`src/rtl/cakegame_seq_recorder_pkg.sv`:
```
// cakegame_seq_recorder_pkg: shared widths, FSM state encoding and one-hot helper for the sequence recorder
package cakegame_seq_recorder_pkg;
  localparam int WIDTH = 7;
  localparam int ADDR_W = 4;
  localparam int DEPTH = 16;
  typedef enum logic [2:0] {IDLE, WAIT_PRESS, WAIT_RELEASE, WRITE, DONE} state_t;
  function automatic logic one_hot(input logic [WIDTH-1:0] v);
    return v != '0 && (v & (v - {{(WIDTH-1){1'b0}}, 1'b1})) == '0;
  endfunction
endpackage

```
`src/rtl/cakegame_seq_recorder_if.sv`:
```
// cakegame_seq_recorder_if: control/button inputs and RAM write port plus status of the sequence recorder
// master drives start/stop/buttons and observes the rest; slave is the recorder itself.
interface cakegame_seq_recorder_if;
  import cakegame_seq_recorder_pkg::*;
  logic start;
  logic stop;
  logic [WIDTH-1:0] buttons;
  logic wr_en;
  logic [ADDR_W-1:0] wr_addr;
  logic [WIDTH-1:0] wr_data;
  logic [ADDR_W:0] length;
  logic recording;
  logic done;
  logic timeout;
  logic error;
  modport master(output start, stop, buttons, input wr_en, wr_addr, wr_data, length, recording, done, timeout, error);
  modport slave(input start, stop, buttons, output wr_en, wr_addr, wr_data, length, recording, done, timeout, error);
endinterface

```
`src/rtl/cakegame_seq_recorder_debouncer.sv`:
```
// cakegame_seq_recorder_debouncer: stabilises raw buttons; pass-through unless CAKEGAME_DEBOUNCE_EN is defined
// Ports: clk, rst (async, active-high), raw (button inputs), stable (debounced vector).
module cakegame_seq_recorder_debouncer
  import cakegame_seq_recorder_pkg::*;
#(
  parameter int DEBOUNCE = 10
) (
  input  logic             clk,
  input  logic             rst,
  input  logic [WIDTH-1:0] raw,
  output logic [WIDTH-1:0] stable
);
`ifdef CAKEGAME_DEBOUNCE_EN
  localparam int CW = $clog2(DEBOUNCE + 1);
  logic [WIDTH-1:0] last;
  logic [CW-1:0] cnt;
  // any change restarts the window, so glitches shorter than DEBOUNCE never reach stable
  always_ff @(posedge clk or posedge rst) begin
    if (rst) begin
      last <= '0;
      cnt <= '0;
      stable <= '0;
    end else if (raw != last) begin
      last <= raw;
      cnt <= '0;
    end else if (cnt != CW'(DEBOUNCE - 1)) begin
      cnt <= cnt + CW'(1);
    end else begin
      stable <= last;
    end
  end
`else
  logic unused_cfg;
  assign unused_cfg = clk ^ rst ^ (DEBOUNCE > 0);
  assign stable = raw;
`endif
endmodule

```
`src/rtl/cakegame_seq_recorder.sv`:
```
// cakegame_seq_recorder: records one-hot button plays into a 16x7 sync RAM for custom levels
// Ports: clk, rst (async, active-high), bus (cakegame_seq_recorder_if.slave: start/stop/buttons in,
// wr_en/wr_addr/wr_data RAM write port, length/recording/done/timeout/error status out).
// Build option: CAKEGAME_DEBOUNCE_EN enables button debouncing of DEBOUNCE cycles.
module cakegame_seq_recorder
  import cakegame_seq_recorder_pkg::*;
#(
  parameter int TIMEOUT = 5000,
  parameter int DEBOUNCE = 10
) (
  input logic clk,
  input logic rst,
  cakegame_seq_recorder_if.slave bus
);
  localparam int TW = $clog2(TIMEOUT);
  state_t state, state_n;
  logic [WIDTH-1:0] btn, play;
  logic [TW-1:0] timer;
  logic [ADDR_W:0] count;
  logic [ADDR_W-1:0] addr;
  logic discard, to_flag, err, tmo, press, start_ok;
  cakegame_seq_recorder_debouncer #(.DEBOUNCE(DEBOUNCE)) u_deb (.clk(clk), .rst(rst), .raw(bus.buttons), .stable(btn));
  assign start_ok = bus.start && (state == IDLE || state == DONE);
  assign tmo = timer == TW'(TIMEOUT - 1);
  assign press = state == WAIT_PRESS && state_n == WAIT_RELEASE;
  // stop beats timeout beats a press in the same cycle
  always_comb begin
    state_n = state;
    case (state)
      IDLE:         state_n = bus.start ? WAIT_PRESS : IDLE;
      WAIT_PRESS:   state_n = (bus.stop || tmo) ? DONE : (btn != '0) ? WAIT_RELEASE : WAIT_PRESS;
      WAIT_RELEASE: state_n = (btn != '0) ? WAIT_RELEASE : discard ? WAIT_PRESS : WRITE;
      WRITE:        state_n = (count == (ADDR_W+1)'(DEPTH - 1)) ? DONE : WAIT_PRESS;
      DONE:         state_n = bus.start ? WAIT_PRESS : DONE;
      default:      state_n = IDLE;
    endcase
  end
  always_ff @(posedge clk or posedge rst) begin
    if (rst) begin
      state <= IDLE;
      timer <= '0;
      count <= '0;
      play <= '0;
      addr <= '0;
      discard <= 1'b0;
      to_flag <= 1'b0;
      err <= 1'b0;
    end else begin
      state <= state_n;
      timer <= (state == WAIT_PRESS) ? timer + TW'(1) : '0;
      err <= press && !one_hot(btn);
      if (press) discard <= !one_hot(btn);
      if (press && one_hot(btn)) play <= btn;
      if (start_ok) count <= '0;
      else if (state == WRITE) count <= count + (ADDR_W+1)'(1);
      // address is captured once on entry to WRITE so it stays put between writes
      if (state_n == WRITE) addr <= count[ADDR_W-1:0];
      if (start_ok) to_flag <= 1'b0;
      else if (state == WAIT_PRESS && !bus.stop && tmo) to_flag <= 1'b1;
    end
  end
  assign bus.wr_en = state == WRITE;
  assign bus.wr_addr = addr;
  assign bus.wr_data = play;
  assign bus.length = count;
  assign bus.recording = state == WAIT_PRESS || state == WAIT_RELEASE || state == WRITE;
  assign bus.done = state == DONE;
  assign bus.timeout = to_flag;
  assign bus.error = err;
endmodule

```
`src/flat_wrapper.sv`:
```
// flat-port wrapper written by rule: the top's interface ports become plain ports
module cakegame_seq_recorder_flat import cakegame_seq_recorder_pkg::*;
#(
  parameter int TIMEOUT = 5000,
  parameter int DEBOUNCE = 10
)
  (clk, rst, bus_start, bus_stop, bus_buttons, bus_wr_en, bus_wr_addr, bus_wr_data, bus_length, bus_recording, bus_done, bus_timeout, bus_error);
  cakegame_seq_recorder_if bus_i ();
  input logic clk;
  input logic rst;
  input wire logic [$bits(bus_i.start)-1:0] bus_start;
  input wire logic [$bits(bus_i.stop)-1:0] bus_stop;
  input wire logic [$bits(bus_i.buttons)-1:0] bus_buttons;
  output wire logic [$bits(bus_i.wr_en)-1:0] bus_wr_en;
  output wire logic [$bits(bus_i.wr_addr)-1:0] bus_wr_addr;
  output wire logic [$bits(bus_i.wr_data)-1:0] bus_wr_data;
  output wire logic [$bits(bus_i.length)-1:0] bus_length;
  output wire logic [$bits(bus_i.recording)-1:0] bus_recording;
  output wire logic [$bits(bus_i.done)-1:0] bus_done;
  output wire logic [$bits(bus_i.timeout)-1:0] bus_timeout;
  output wire logic [$bits(bus_i.error)-1:0] bus_error;
  assign bus_i.start = bus_start;
  assign bus_i.stop = bus_stop;
  assign bus_i.buttons = bus_buttons;
  assign bus_wr_en = bus_i.wr_en;
  assign bus_wr_addr = bus_i.wr_addr;
  assign bus_wr_data = bus_i.wr_data;
  assign bus_length = bus_i.length;
  assign bus_recording = bus_i.recording;
  assign bus_done = bus_i.done;
  assign bus_timeout = bus_i.timeout;
  assign bus_error = bus_i.error;
  cakegame_seq_recorder #(.TIMEOUT(TIMEOUT), .DEBOUNCE(DEBOUNCE)) u_core (.clk(clk), .rst(rst), .bus(bus_i));
endmodule
```
`config.mk`:
```
export PLATFORM = sky130hd
export DESIGN_NAME = cakegame_seq_recorder_flat
export DESIGN_NICKNAME = d
export VERILOG_FILES = /design/src/rtl/cakegame_seq_recorder_pkg.sv /design/src/rtl/cakegame_seq_recorder_if.sv /design/src/rtl/cakegame_seq_recorder_debouncer.sv /design/src/rtl/cakegame_seq_recorder.sv /design/src/flat_wrapper.sv
export SDC_FILE = /design/constraint.sdc
export NUM_CORES = 1
export LEC_CHECK = 0
export ABC_AREA = 1
export CORE_ASPECT_RATIO = 0.5
export CORE_UTILIZATION = 42
export CTS_CLUSTER_DIAMETER = 40
export CTS_CLUSTER_SIZE = 8
export DETAILED_ROUTE_END_ITERATION = 7
export PLACE_DENSITY = 0.66
export SYNTH_ARGS = -nofsm -noshare
export SYNTH_HDL_FRONTEND = slang
export SYNTH_HIERARCHICAL = 1
export SYNTH_SLANG_ARGS = --single-unit
```
`constraint.sdc`:
```
create_clock -name clk -period 1.8 [get_ports clk]
set_input_delay 0.18 -clock clk [delete_from_list [all_inputs] [get_ports clk]]
set_output_delay 0.18 -clock clk [all_outputs]
set_load 0.02 [all_outputs]
```
Figure 1. Nets reached from selected ports.
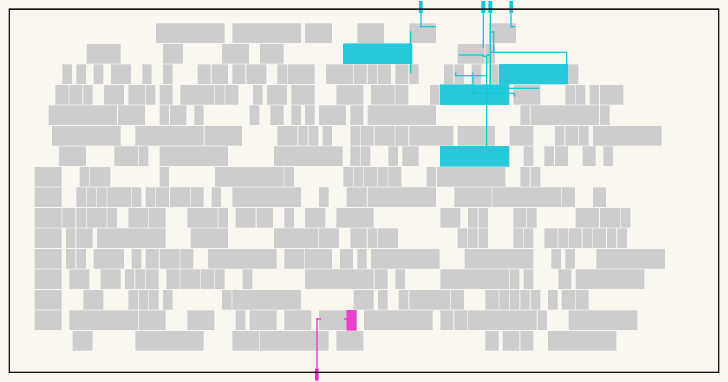
cyan -> bus_wr_addr  # bits 4, direction output, edge north, end cells 4, buffers 4, wire 81.3 µm
magenta -> rst  # bits 1, direction input, edge south, end cells 1, buffers 1, wire 7.70 µm

Figure 2. Metal 3.
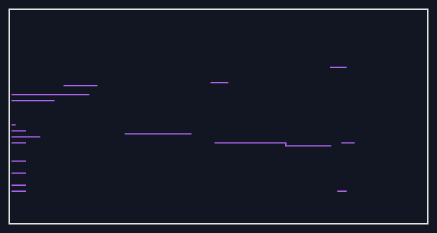
nets with wire on the layer = 15
share of all routed wire = 3.0%
main direction = horizontal

Figure 3. Wiring heat map.
The die is cut into 19 by 10 equal tiles; black is low, pale yellow is high, scaled to the fullest tile. Values are wire area over tile area, all layers added.
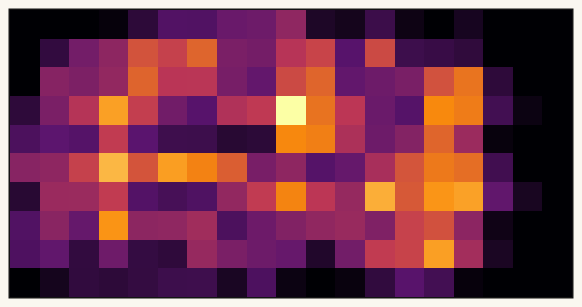
emptiest ninth of the die = north-east
mean over tiles = 0.13
nearly empty tiles = 16%
vias: 1563
wire length per cell: 11.7 µm
all-layer global routing usage: 19.4%
final wirelength: 3.76 mm

==> flow_metrics.tcl <==
# implementation run metrics
set metrics [dict create \
    status "finished clean" \
    synth-main-ff-cell "dfrtp_1" \
    worst-path-max-fanout 5 \
    yosys.area_share.xor_xnor_pct 1.48 \
    hp-class "input pin to asynchronous set/reset pin" \
    vias_per_cell 4.85 \
    ys_seq_share_pct 49.4 \
    post-route-period-util_pct 93.6 \
    yosys-stat-cells 217 \
    p_seq_mw 0.995 \
    grt_start_max_net_pins 36 \
    start_kind "flop" \
    seq_area_share_pct 37.5 \
    switchingPower_mw 0.872 \
    rsz0062_at_grt "no" \
    gp_congestion 0.777 \
    nNetsFinal 281 \
    r2r_cells 9 \
    max_freq_mhz 594 \
    cp.required_ns 1.62 \
    compound_area_share_pct 8.89 \
    yosys_area_um2 1770 \
    syn_inst 217 \
    die_h_um 48.0 \
    cts_root_buf "clkbuf_8" \
    maxCapViolations 0 \
    dp_slack_ns 0.0193 \
    clock_skew_ns 0.00438 \
    ys_warn_count 6 \
    clkbuf_count 7 \
    die-width_um 93.9 \
    dpl.hpwl_mm 2.92 \
    antenna_found_initial 0 \
    syn-cell-area_um2 1770 \
    setup_viol 0 \
    buffers 51 \
    diodes 0 \
    seq_power_share_pct 40.9 \
    clockPowerShare_pct 21.8 \
    final_area_um2 2330 \
    leakagePower_nw 1.13 \
    num-multi-input-gates 147 \
    drc_errors 0 \
    lay_top_cells "nand2_1, dfrtp_1, clkdlybuf4s50_1" \
]
[routing by layer]
metal,global-route usage [%],vias to the layer above,wire [µm]
li1,-,801,-
met1,25.6,738,1850
met2,32.3,22,1780
met3,4.76,2,112
met4,6.46,0,17
met5,0,-,0
[worst min path at each step]
stage,endpoint,cells after the start
6_report,u_core/timer[1],3
5_1_grt,u_core/timer[1],3
4_1_cts,u_core/state[1],3
3_5_place_dp,u_core/timer[0],1
3_3_place_gp,u_core/timer[0],1
2_1_floorplan,u_core/state[2],1
[kinds of logic (layout without fill, tap and decap cells)]
group / Yosys count / after routing
simple gates: 114 / 114
flops: 35 / 35
buf+inv: 35 / 86
compound gates: 27 / 27
fa+ha+maj: 3 / 3
xor+xnor: 3 / 3
[synth_stat cells (2+ instances only)]
cell type / instances / area (µm²)
nand2_1: 55 / 206
dfrtp_1: 35 / 876
inv_1: 26 / 97.6
nor2_1: 22 / 82.6
nand3_1: 19 / 95.1
a21oi_1: 9 / 45.0
o21ai_0: 9 / 45.0
buf_4: 7 / 52.6
nor3_1: 7 / 35.0
ha_1: 3 / 37.5
nand4_1: 3 / 18.8
o21a_1: 3 / 22.5
xor2_1: 3 / 26.3
nor3_4: 2 / 32.5
o211ai_1: 2 / 15.0
o21ai_2: 2 / 17.5
[critical path, cell delays in order (launching register included)]
cell and delay (ns):
dfrtp_1 0.44, nor2_2 0.19, nor2_1 0.06, clkdlybuf4s50_1 0.54
[registers in the layout, indices dropped and copies added (netlist names)]
name / flops
u_core/bus.error: 1
u_core/bus.timeout: 1
u_core/discard: 1
u_core/bus.length: 5
u_core/timer: 13
u_core/bus.wr_addr: 4
u_core/bus.wr_data: 7
u_core/state: 3
